[config.mk]
export PLATFORM = sky130hd
export DESIGN_NAME = wbs_reg_bank_flat
export DESIGN_NICKNAME = d
export VERILOG_FILES = /design/src/rtl/wbs_reg_bank_pkg.sv /design/src/rtl/wbs_reg_bank_if.sv /design/src/rtl/wbs_byte_reg.sv /design/src/rtl/wbs_reg_bank.sv /design/src/flat_wrapper.sv
export SDC_FILE = /design/constraint.sdc
export NUM_CORES = 1
export LEC_CHECK = 0
export CORE_ASPECT_RATIO = 0.6
export CORE_UTILIZATION = 45
export DETAILED_ROUTE_END_ITERATION = 10
export GPL_TIMING_DRIVEN = 0
export PLACE_DENSITY = 0.73
export SLEW_MARGIN = 15
export SYNTH_ARGS = -nofsm -noshare
export SYNTH_HDL_FRONTEND = slang
export SYNTH_SLANG_ARGS = --single-unit
[constraint.sdc]
create_clock -name wb_clk_i -period 4.5 [get_ports wb_clk_i]
set_input_delay 0.45 -clock wb_clk_i [delete_from_list [all_inputs] [get_ports wb_clk_i]]
set_output_delay 0.45 -clock wb_clk_i [all_outputs]
set_load 0.03 [all_outputs]
[src/rtl/wbs_reg_bank_pkg.sv]
// Shared types and constants for the WISHBONE register bank.
package wbs_reg_bank_pkg;

  // Responder FSM states. The encoding is visible on the debug port.
  typedef enum logic [1:0] {
    ST_IDLE = 2'd0,
    ST_WAIT = 2'd1,
    ST_RESP = 2'd2
  } wbs_state_e;

  // Register index width, never narrower than one bit.
  function automatic int clog2_min1(input int n);
    int r;
    r = 0;
    for (int i = 0; i < 32; i++) begin
      if ((64'd1 << i) < 64'(n)) r = i + 1;
    end
    return (r < 1) ? 1 : r;
  endfunction

endpackage

[src/rtl/wbs_reg_bank_if.sv]
// WISHBONE classic device-side bus bundle for the register bank.
//
// Handshake: the host raises wb_cyc_i and wb_stb_i together with
// wb_we_i/wb_adr_i/wb_dat_i/wb_sel_i and holds all of them stable until it
// sees a one-cycle wb_ack_o (normal) or wb_err_o (unmapped address). Exactly
// one of them pulses per completed transfer. Dropping wb_cyc_i or wb_stb_i
// before termination abandons the transfer with no side effects. wb_dat_o is
// only meaningful in the cycle wb_ack_o is high for a read, and is 0 otherwise.
interface wbs_reg_bank_if #(
  parameter int ADDRESS_WIDTH = 16,
  parameter int DATA_WIDTH    = 32
);
  logic                      wb_cyc_i;
  logic                      wb_stb_i;
  logic                      wb_we_i;
  logic [ADDRESS_WIDTH-1:0]  wb_adr_i;
  logic [DATA_WIDTH-1:0]     wb_dat_i;
  logic [DATA_WIDTH/8-1:0]   wb_sel_i;
  logic                      wb_ack_o;
  logic                      wb_err_o;
  logic [DATA_WIDTH-1:0]     wb_dat_o;

  modport slave (
    input  wb_cyc_i, wb_stb_i, wb_we_i, wb_adr_i, wb_dat_i, wb_sel_i,
    output wb_ack_o, wb_err_o, wb_dat_o
  );

  modport master (
    output wb_cyc_i, wb_stb_i, wb_we_i, wb_adr_i, wb_dat_i, wb_sel_i,
    input  wb_ack_o, wb_err_o, wb_dat_o
  );
endinterface

[src/rtl/wbs_byte_reg.sv]
// One bank register with per-byte write enables and a reset value.
module wbs_byte_reg #(
  parameter int                    DATA_WIDTH  = 32,
  parameter logic [DATA_WIDTH-1:0] RESET_VALUE = '0
) (
  input  logic                    i_clk,
  input  logic                    i_rst_n,
  input  logic                    i_we,
  input  logic [DATA_WIDTH/8-1:0] i_sel,
  input  logic [DATA_WIDTH-1:0]   i_dat,
  output logic [DATA_WIDTH-1:0]   o_q
);

  logic [DATA_WIDTH-1:0] r_q;

  // Update only the enabled byte lanes on a write.
  always_ff @(posedge i_clk or negedge i_rst_n) begin
    if (!i_rst_n) begin
      r_q <= RESET_VALUE;
    end else if (i_we) begin
      for (int b = 0; b < DATA_WIDTH/8; b++) begin
        if (i_sel[b]) r_q[b*8 +: 8] <= i_dat[b*8 +: 8];
      end
    end
  end

  assign o_q = r_q;

endmodule

[src/rtl/wbs_reg_bank.sv]
// WISHBONE classic responder terminating the bus in a bank of byte-writable
// registers, with programmable wait states and error on unmapped addresses.
module wbs_reg_bank
  import wbs_reg_bank_pkg::*;
#(
  parameter int                    ADDRESS_WIDTH = 16,
  parameter int                    DATA_WIDTH    = 32,
  parameter int                    NUM_REGS      = 16,
  parameter int                    WAIT_STATES   = 0,
  parameter logic [DATA_WIDTH-1:0] RESET_VALUE   = '0
) (
  input  logic                           wb_clk_i,
  input  logic                           wb_rst_n_i,
  wbs_reg_bank_if.slave                  wb,
  output logic [NUM_REGS*DATA_WIDTH-1:0] reg_o,
  output logic [NUM_REGS-1:0]            wr_strobe_o,
  output wbs_state_e                     dbg_state_o
);

  localparam int                     IDX_W      = clog2_min1(NUM_REGS);
  localparam logic [7:0]             WAIT_LOAD  = (WAIT_STATES > 0) ? 8'(WAIT_STATES - 1) : 8'd0;
  // One extra bit so NUM_REGS == 2^ADDRESS_WIDTH is still representable.
  localparam logic [ADDRESS_WIDTH:0] NUM_REGS_W = (ADDRESS_WIDTH+1)'(NUM_REGS);

  wbs_state_e            r_state;
  wbs_state_e            w_state_nxt;
  logic [7:0]            r_cnt;
  logic [7:0]            w_cnt_nxt;
  logic                  w_req;
  logic                  w_commit;
  logic                  w_mapped;
  logic [IDX_W-1:0]      w_idx;
  logic [DATA_WIDTH-1:0] w_rd_data;
  logic [NUM_REGS-1:0]   w_onehot;
  logic [NUM_REGS-1:0]   w_reg_we;
  logic [DATA_WIDTH-1:0] w_reg_q [NUM_REGS];

  logic                  r_ack;
  logic                  r_err;
  logic [DATA_WIDTH-1:0] r_dat;
  logic [NUM_REGS-1:0]   r_strobe;

  assign w_req    = wb.wb_cyc_i & wb.wb_stb_i;
  assign w_mapped = ({1'b0, wb.wb_adr_i} < NUM_REGS_W);
  assign w_idx    = wb.wb_adr_i[IDX_W-1:0];

  // State and wait counter registers.
  always_ff @(posedge wb_clk_i or negedge wb_rst_n_i) begin
    if (!wb_rst_n_i) begin
      r_state <= ST_IDLE;
      r_cnt   <= 8'd0;
    end else begin
      r_state <= w_state_nxt;
      r_cnt   <= w_cnt_nxt;
    end
  end

  // Next state; w_commit marks the edge that enters RESP and samples the bus.
  always_comb begin
    w_state_nxt = r_state;
    w_cnt_nxt   = r_cnt;
    w_commit    = 1'b0;
    case (r_state)
      ST_IDLE: begin
        if (w_req) begin
          if (WAIT_STATES == 0) begin
            w_state_nxt = ST_RESP;
            w_commit    = 1'b1;
          end else begin
            w_state_nxt = ST_WAIT;
            w_cnt_nxt   = WAIT_LOAD;
          end
        end
      end
      ST_WAIT: begin
        if (!w_req) begin
          w_state_nxt = ST_IDLE;
          w_cnt_nxt   = 8'd0;
        end else if (r_cnt == 8'd0) begin
          w_state_nxt = ST_RESP;
          w_commit    = 1'b1;
        end else begin
          w_cnt_nxt = r_cnt - 8'd1;
        end
      end
      ST_RESP: w_state_nxt = ST_IDLE;
      default: w_state_nxt = ST_IDLE;
    endcase
  end

  // Address decode: one-hot register select and read mux.
  always_comb begin
    w_onehot  = '0;
    w_rd_data = '0;
    for (int k = 0; k < NUM_REGS; k++) begin
      if (w_idx == IDX_W'(k)) begin
        w_onehot[k] = 1'b1;
        w_rd_data   = w_reg_q[k];
      end
    end
  end

  assign w_reg_we = (w_commit & wb.wb_we_i & w_mapped) ? w_onehot : '0;

  // Registered response: ack/err, read data and write strobes for one cycle.
  always_ff @(posedge wb_clk_i or negedge wb_rst_n_i) begin
    if (!wb_rst_n_i) begin
      r_ack    <= 1'b0;
      r_err    <= 1'b0;
      r_dat    <= '0;
      r_strobe <= '0;
    end else begin
      r_ack    <= w_commit & w_mapped;
      r_err    <= w_commit & ~w_mapped;
      r_dat    <= (w_commit & ~wb.wb_we_i & w_mapped) ? w_rd_data : '0;
      r_strobe <= w_reg_we;
    end
  end

  for (genvar g = 0; g < NUM_REGS; g++) begin : g_reg
    wbs_byte_reg #(
      .DATA_WIDTH  (DATA_WIDTH),
      .RESET_VALUE (RESET_VALUE)
    ) u_reg (
      .i_clk   (wb_clk_i),
      .i_rst_n (wb_rst_n_i),
      .i_we    (w_reg_we[g]),
      .i_sel   (wb.wb_sel_i),
      .i_dat   (wb.wb_dat_i),
      .o_q     (w_reg_q[g])
    );
    assign reg_o[g*DATA_WIDTH +: DATA_WIDTH] = w_reg_q[g];
  end

  assign wb.wb_ack_o = r_ack;
  assign wb.wb_err_o = r_err;
  assign wb.wb_dat_o = r_dat;
  assign wr_strobe_o = r_strobe;
  assign dbg_state_o = r_state;

endmodule

[src/flat_wrapper.sv]
// flat-port wrapper written by rule: the top's interface ports become plain ports
module wbs_reg_bank_flat import wbs_reg_bank_pkg::*;
#(
  parameter int                    ADDRESS_WIDTH = 16,
  parameter int                    DATA_WIDTH    = 32,
  parameter int                    NUM_REGS      = 16,
  parameter int                    WAIT_STATES   = 0,
  parameter logic [DATA_WIDTH-1:0] RESET_VALUE   = '0
)
  (wb_clk_i, wb_rst_n_i, reg_o, wr_strobe_o, dbg_state_o, wb_wb_cyc_i, wb_wb_stb_i, wb_wb_we_i, wb_wb_adr_i, wb_wb_dat_i, wb_wb_sel_i, wb_wb_ack_o, wb_wb_err_o, wb_wb_dat_o);
  wbs_reg_bank_if #(.ADDRESS_WIDTH(ADDRESS_WIDTH), .DATA_WIDTH(DATA_WIDTH)) wb_i ();
  input  logic wb_clk_i;
  input  logic wb_rst_n_i;
  output logic [NUM_REGS*DATA_WIDTH-1:0] reg_o;
  output logic [NUM_REGS-1:0] wr_strobe_o;
  output wbs_state_e dbg_state_o;
  input wire logic [$bits(wb_i.wb_cyc_i)-1:0] wb_wb_cyc_i;
  input wire logic [$bits(wb_i.wb_stb_i)-1:0] wb_wb_stb_i;
  input wire logic [$bits(wb_i.wb_we_i)-1:0] wb_wb_we_i;
  input wire logic [$bits(wb_i.wb_adr_i)-1:0] wb_wb_adr_i;
  input wire logic [$bits(wb_i.wb_dat_i)-1:0] wb_wb_dat_i;
  input wire logic [$bits(wb_i.wb_sel_i)-1:0] wb_wb_sel_i;
  output wire logic [$bits(wb_i.wb_ack_o)-1:0] wb_wb_ack_o;
  output wire logic [$bits(wb_i.wb_err_o)-1:0] wb_wb_err_o;
  output wire logic [$bits(wb_i.wb_dat_o)-1:0] wb_wb_dat_o;
  assign wb_i.wb_cyc_i = wb_wb_cyc_i;
  assign wb_i.wb_stb_i = wb_wb_stb_i;
  assign wb_i.wb_we_i = wb_wb_we_i;
  assign wb_i.wb_adr_i = wb_wb_adr_i;
  assign wb_i.wb_dat_i = wb_wb_dat_i;
  assign wb_i.wb_sel_i = wb_wb_sel_i;
  assign wb_wb_ack_o = wb_i.wb_ack_o;
  assign wb_wb_err_o = wb_i.wb_err_o;
  assign wb_wb_dat_o = wb_i.wb_dat_o;
  wbs_reg_bank #(.ADDRESS_WIDTH(ADDRESS_WIDTH), .DATA_WIDTH(DATA_WIDTH), .NUM_REGS(NUM_REGS), .WAIT_STATES(WAIT_STATES), .RESET_VALUE(RESET_VALUE)) u_core (.wb_clk_i(wb_clk_i), .wb_rst_n_i(wb_rst_n_i), .wb(wb_i), .reg_o(reg_o), .wr_strobe_o(wr_strobe_o), .dbg_state_o(dbg_state_o));
endmodule
==> reports/qor.csv, run 1 <==
metric,value,unit
firstDrtPassIters,7,
ant_nets,0,
drtIter0Drc,3790,
ys_cells,2075,
ir_drop,0.0002638,V
grt_usage,45.42,%
synth_nets,2132,
pre_cts_ws,397.3,ps
crit_type,in -> reg,
hp-class,in -> async,
max_freq,0.2807,GHz
flop_cell,dfrtp_1,
ios,621,
fp.dieW,314.5,um
cts.sinks,563,
drc,0,
worstMarginPinSlew,1444,ps
layout-drive-gt1-share,15.71,%
dp.cells,3468,
synth.distinct_cells,70,
viasPerCell,6.696,
gp_congestion,1.040,
core.rowCount,68,
core_area,57690,um^2
final_nets,2815,
crit_required,4950,ps
simple_gate_share,5.732,%
grt_pass1_vias,22900,
syn_avg_cell_area,12.71,um^2
fp_util,45.71,%
dieHeight,189.5,um
period_used_share,79.16,%
synthCells,2075,
clk-insertion-delay-late,630,ps
critPathMaxFanout,10,
rsz0062_at_grt,no,
hold_viol_final,0,
hold_ws,404.3,ps
htree_num_levels,2,
leakage,16.92,nW
async_reset_ff_share,100.0,%
grt_first_pass_wirelength,186000,um
dp_hpwl,100100,um
ys_seq_share,53.43,%
routedWlPerCell,38.67,um
cts_buffers,53,
final_util,61.62,%
tool_warnings,35,
finalClockSkew,28.42,ps
start_kind,primary input,
maxCapViolCount,0,
dpl_cell_area,33670,um^2
edf_count,0,
slew_viol_final,0,
layout_top_cell,clkdlybuf4s50_1,
fin_ws,938.0,ps
yosys_warnings,0,
die_area,59600,um^2
status,"finished, final reports clean",
antenna_found_initial,16,
cts_root_buffer,clkbuf_16,
adder_share,0,%
final_area,35550,um^2
synth_chip_area,26370,um^2
ys.flops,563,
worstPathArrival,4010,ps
port_buffers,617,
setup_viol,0,
mux_share,26.90,%
xor_share,0,%
cts.clk_slew.worst_paths,60,ps
-- run 1: power by group --
group	internal, mW	switching (mW)
Clock	2.70	2.08
Sequential	5.06	0.000563
Combinational	0.191	0.703
-- run 1: metal layers --
layer | part of all wire (%) | up-vias | track usage [%] | wire (um)
li1 | - | 9033 | - | -
met1 | 38 | 12300 | 60.15 | 53130
met2 | 40 | 2161 | 62.09 | 55730
met3 | 16 | 469 | 22.49 | 22230
met4 | 5.3 | 4 | 19.73 | 7289
met5 | 0.059 | - | 1.461 | 81
-- run 1: sequential cells by signal, indices dropped and copies added (netlist names) --
register,flops
u_core.g.u_reg.o_q,512
u_core.dbg_state_o,1
u_core.wb.wb_dat_o,32
u_core.wb.wb_ack_o,1
u_core.wr_strobe_o,16
u_core.wb.wb_err_o,1
-- run 1: path summary, 6_finish.rpt --
path | endpoint | cells after the start | slack (ps) | startpoint
min in group wb_clk_i | u_core.wb.wb_err_o | 3 | 470 | wb_wb_stb_i
setup / recovery | u_core.wb.wb_dat_o[26] | 7 | 940 | wb_wb_adr_i[2]
setup reg to reg | u_core.wb.wb_dat_o[23] | 7 | 1670 | u_core.dbg_state_o[1]
hold reg to reg | u_core.g_reg[4].u_reg.o_q[23] | 1 | 510 | u_core.g_reg[4].u_reg.o_q[23]
hold / removal | u_core.g_reg[0].u_reg.o_q[9] | 2 | 400 | wb_rst_n_i
max in group asynchronous | u_core.g_reg[8].u_reg.o_q[23] | 4 | 2670 | wb_rst_n_i
-- run 1: critical path, cell delays in order --
cell and delay [ps]:
clkdlybuf4s50_1 610, nand2b_1 150, clkbuf_1 490, clkbuf_1 1060, o22ai_1 170, a221oi_1 850, a31oi_1 220
-- run 1: what timing repair did --
item,CTS,global route
endpoints found under the setup margin,0,0
hold endpoints to repair,70,0
buffers inserted,0,0
hold buffers,1,0
-- run 1: synthesized netlist by cell type, types with 6 or more instances --
library cell  number  share of area (%)
mux2i_1           55                2.1
buf_2             94                1.8
a21oi_1           86                1.6
a31oi_1            6               0.14
a21o_1            18               0.51
mux2_1           376                 16
a22o_1             9               0.30
inv_1              9               0.13
o22ai_1           39               0.93
nor3_1            20               0.38
and2_1             6               0.14
clkbuf_1          63               0.90
nor2_1            87                1.2
o221ai_1           9               0.30
mux2_2           179                7.6
and3_1            64                1.5
a221oi_1          27               0.90
a211oi_1          13               0.37
nand2_1           52               0.74
o31a_1             6               0.20
o211ai_1           6               0.17
nor2b_1            9               0.21
or3_1              8               0.19
o21ai_0           78                1.5
nand2b_1          15               0.36
buf_4             34               0.97
a221o_1           13               0.49
mux4_2            13                1.1
dfrtp_1          563                 53
o21a_1             9               0.26
a22oi_1           23               0.65
-- run 1: final cells by class --
class                      count  area (um^2)
antenna                       15        37.54
buffer                       201         1044
clock buffer                  76         1533
clock inverter                16        240.2
fill                        4556        22140
inverter                      12        45.04
multi-input combinational   1299        11220
sequential                   563        14090
tap                          770        963.4
timing repair buffer         628         6374
-- run 1: logic make-up (layout without fill, tap and decap cells) --
logic type,count (synthesis),count (layout)
buf+inv,213,933
mux,623,623
compound gates,384,384
simple gates,291,291
other cells,1,16
flops,563,563
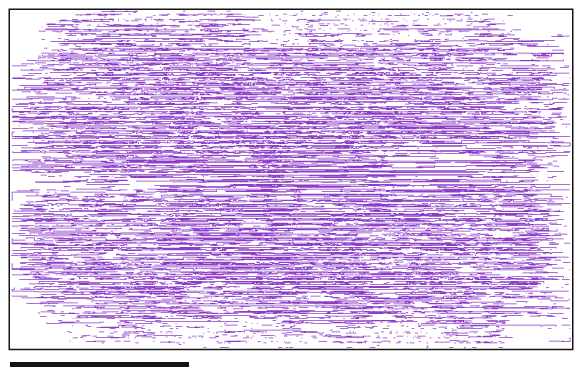
(run_1/m1.png)
The bar under the picture is 100 um long.
wire length on this layer = 53.1 mm
main direction = horizontal
nets with wire on the layer = 2,552

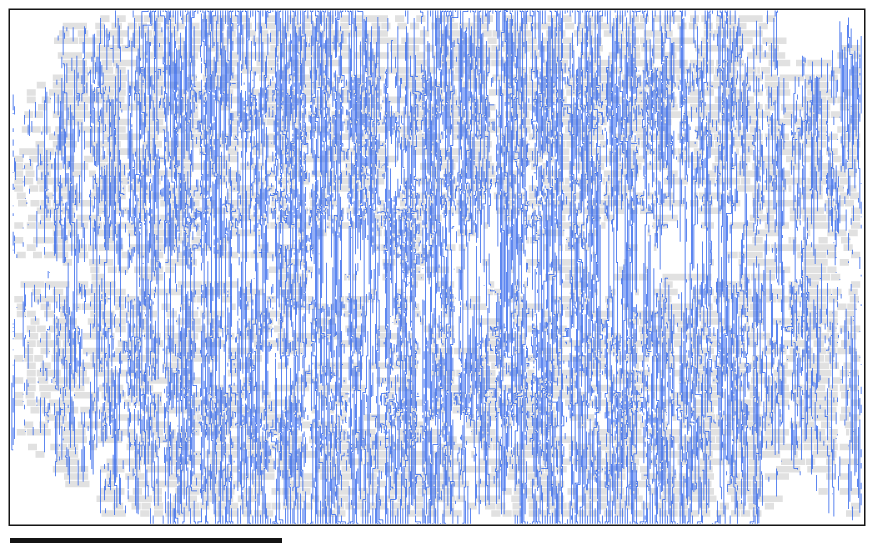
(run_1/m2.png)
The bar under the picture is 100 um long.
share of all routed wire = 40%
nets with wire on the layer = 2,583
main direction = vertical
wire length on this layer = 55.7 mm
longest straight run = 118 um
M2 GR Usage: 62.09%
vias: 23,970
routed wire length: 138,500 um

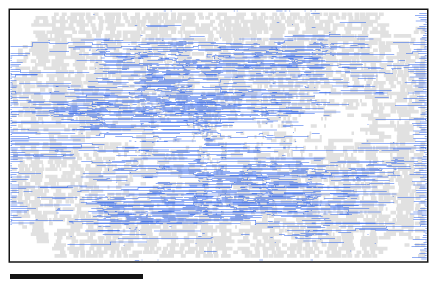
(run_1/m3.png)
The bar under the picture is 100 um long.
main direction = horizontal
share of all routed wire = 16%
nets with wire on the layer = 715
longest straight run = 186 um
wire length on this layer = 22.2 mm
met3 Usage GRT: 22.49%

==> inputs of run 2 (changes only) <==
clock period = 3.5 ns   (was 4.5 ns; I/O delays follow)
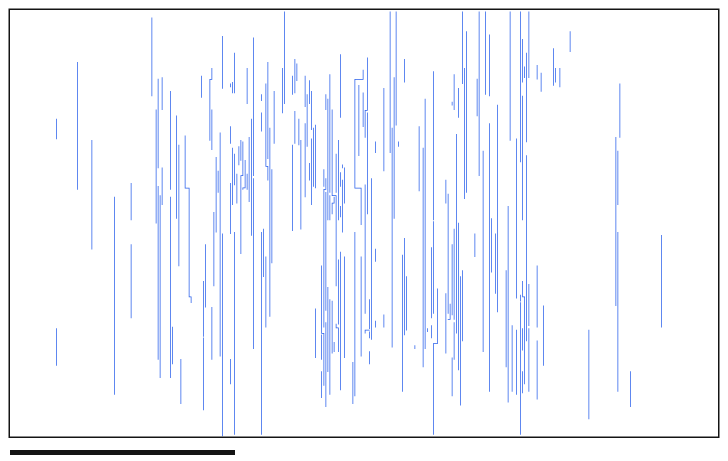
(run_2/m4.png)
The bar under the picture is 100 um long.
main direction = vertical
nets with wire on the layer = 153
wire length on this layer = 7,290 um
longest straight run = 119 um

==> run 2 against run 1 <==
Compared with the run above: register-to-register slack worse by 1000 ps; non-clock buffer count stayed put; setup slack worse by 900 ps; clock skew stayed put; sequential share of layout area stayed put; combinational power is 29% higher; die area stayed put; core utilization stayed put; routed wire length stayed put; count of clock-buffer cells in the layout stayed put; via count stayed put.
==> reports/qor.csv, run 2 <==
metric,value,unit,change
grt_pass1_vias,22900,,unchanged
cpLargestDelayFamily,buffers and inverters,,
start_kind,primary input,,
critPathMaxFanout,10,,unchanged
dp_hpwl,100100,um,unchanged
htree_num_levels,2,,unchanged
ys_seq_share,53.43,%,unchanged
port_buffers,617,,unchanged
crit_start,wb_wb_adr_i[2],,
leakage,16.92,nW,unchanged
worstMarginPinSlew,1444,ps,unchanged
die_area,59600,um^2,unchanged
fp_util,45.71,%,unchanged
ant_nets,0,,unchanged
synth_chip_area,26370,um^2,unchanged
drt-met1-wl,53130,um,unchanged
cts.clk_slew.worst_paths,60,ps,about the same
crit_required,3950,ps,-1000 ps
crit_type,in -> reg,,
dpl_cell_area,33670,um^2,unchanged
cts.sinks,563,,unchanged
rrSetupSlack,670,ps,-1000 ps
drtIter0Drc,3790,,unchanged
top_layer_used,met5,,
edf_count,0,,unchanged
status,"finished, final reports clean",,
hold_viol_final,0,,unchanged
slew_viol_final,0,,unchanged
largest_reg_flops,512,,unchanged
clk-insertion-delay-late,630,ps,about the same
yosys_warnings,0,,unchanged
antenna_found_initial,16,,unchanged
drc,0,,unchanged
most_common_cell,dfrtp_1,,
synth_nets,2132,,unchanged
finalClockSkew,28.42,ps,unchanged
area_delta_synth_final,34.81,%,
r2r_cells,7,,unchanged
dieHeight,189.5,um,unchanged
synthCells,2075,,unchanged
final_area,35550,um^2,unchanged
ir_drop,0.0003392,V,+29%
final_nets,2815,,unchanged
critPathSlowestCell,clkbuf_1,,
tool_warnings,35,,unchanged
vias,23970,,unchanged
critPathMaxStageDelay,1060,ps,about the same
synth.distinct_cells,70,,unchanged
gp_congestion,1.040,,unchanged
cts_root_buffer,clkbuf_16,,
period_needed,3462,ps,
layout-drive-gt1-share,15.71,%,unchanged
cts_buffers,53,,unchanged
core_area,57690,um^2,unchanged
flop_cell,dfrtp_1,,
syn_avg_cell_area,12.71,um^2,unchanged
layout_top_cell,clkdlybuf4s50_1,,
final_cell_mix,"616 x clkdlybuf4s50_1, 563 x dfrtp_1, 376 x mux2_1",,
dp.cells,3468,,unchanged
crit_end,u_core.wb.wb_dat_o[26],,
max_freq,0.2888,GHz,
worstPathCellList,"clkdlybuf4s50_1, nand2b_1, clkbuf_1, clkbuf_1, o22ai_1, a221oi_1, a31oi_1",,
worstPathArrival,3910,ps,-100 ps
async_reset_ff_share,100.0,%,unchanged
period_used_share,98.92,%,
wl_met2,55730,um,unchanged
grt_usage,45.42,%,unchanged
cts-hold-fix-buffers,1,,unchanged
grt_first_pass_wirelength,186000,um,unchanged
viasPerCell,6.696,,unchanged
maxCapViolCount,0,,unchanged
syn_area,26370,um^2,
rsz0062_at_grt,no,,
ios,621,,unchanged
ys.flops,563,,unchanged
routed-wl-met3,22230,um,unchanged
hp-class,in -> async,,
worst_path_most_repeated_cell,clkbuf_1,,
cts_buffer_depth,3,,
timing.rr.end,u_core.wb.wb_dat_o[23],,
common_cells,"563 x dfrtp_1, 376 x mux2_1, 179 x mux2_2, 94 x buf_2, 87 x nor2_1",,
ys_cells,2075,,unchanged
setup_viol,0,,unchanged
synth.largest_area_cell,dfrtp_1,,
fillers,4556,,unchanged
core.rowCount,68,,unchanged
pwr_density_cell,388.1,nW/um^2,
routed_wl,138500,um,unchanged
firstDrtPassIters,7,,unchanged
critPathBufInv,3,,unchanged
r2r_start,u_core.dbg_state_o[1],,
post-cts-setup-buffers,0,,unchanged
top_cell_area_share,53.43,%,unchanged
crit_cells,7,,unchanged
run 2: routing by layer:
layer	up-vias	GRT usage, %
li1	9033	-
met1	12300	60.15
met2	2161	62.09
met3	469	22.49
met4	4	19.73
met5	-	1.461
run 2: worst reg2reg max path, cell delays in order (launching register included):
cell	delay (ps)
dfrtp_1	370
nand3b_1	180
inv_1	90
nand4_1	250
nor2_1	210
clkbuf_1	960
o221ai_1	450
a21oi_1	260
run 2: cell type report:
cell class,instances,area [um^2],share of cell area (%)
Timing Repair Buffer,628,6374,17.93
Antenna cell,15,37.54,0.1056
Clock buffer,76,1533,4.312
Inverter,12,45.04,0.1267
Buffer,201,1044,2.935
Clock inverter,16,240.2,0.6758
Multi-Input combinational cell,1299,11220,31.57
Sequential cell,563,14090,39.63
Tap cell,770,963.4,2.710
run 2: cell families after synthesis:
logic type | count (synthesis) | share of synthesized area [%]
AOI/OAI and AO/OA | 384 | 9.817
buffers and inverters | 213 | 4.109
DFF | 563 | 53.43
muxes | 623 | 26.90
other | 1 | 0.01422
and+or+nand+nor | 291 | 5.732
run 2: worst min path at each step:
| stage | start | to | cells after the start |
|---|---|---|---|
| after CTS | wb_rst_n_i | u_core.wr_strobe_o[11] | 2 |
| after detailed placement | wb_rst_n_i | u_core.wr_strobe_o[11] | 1 |
| after global routing | wb_rst_n_i | u_core.wr_strobe_o[10] | 2 |
| after floorplan | wb_rst_n_i | u_core.dbg_state_o[1] | 0 |
| after global placement | u_core.g_reg[11].u_reg.o_q[2] | u_core.g_reg[11].u_reg.o_q[2] | 1 |
| final | wb_rst_n_i | u_core.g_reg[0].u_reg.o_q[9] | 2 |
run 2: through the flow:
step | hold WS (ps) | worst slack [ps] | power (mW) | util, %
final | 304.3 | 37.97 | 13.80 | 61.62
after detailed placement | 377.3 | -502.7 | 7.684 | 58.38
after global routing | 362.6 | 198.7 | 13.99 | 61.58
after CTS | 337.9 | 107.6 | 13.65 | 61.47
after floorplan | 54.41 | 1451 | 7.005 | -
after global placement | 488.6 | -22230 | 7.665 | 58.09
run 2: power breakdown:
| group | leakage [nW] | internal, mW | switching (mW) |
|---|---|---|---|
| clock | 0.861 | 3.47 | 2.67 |
| combinational | 8.19 | 0.245 | 0.904 |
| sequential | 7.87 | 6.51 | 0.000723 |
| total | 16.9 | 10.2 | 3.58 |
Power figures rest on the tool's default switching activity, not on a simulated workload.
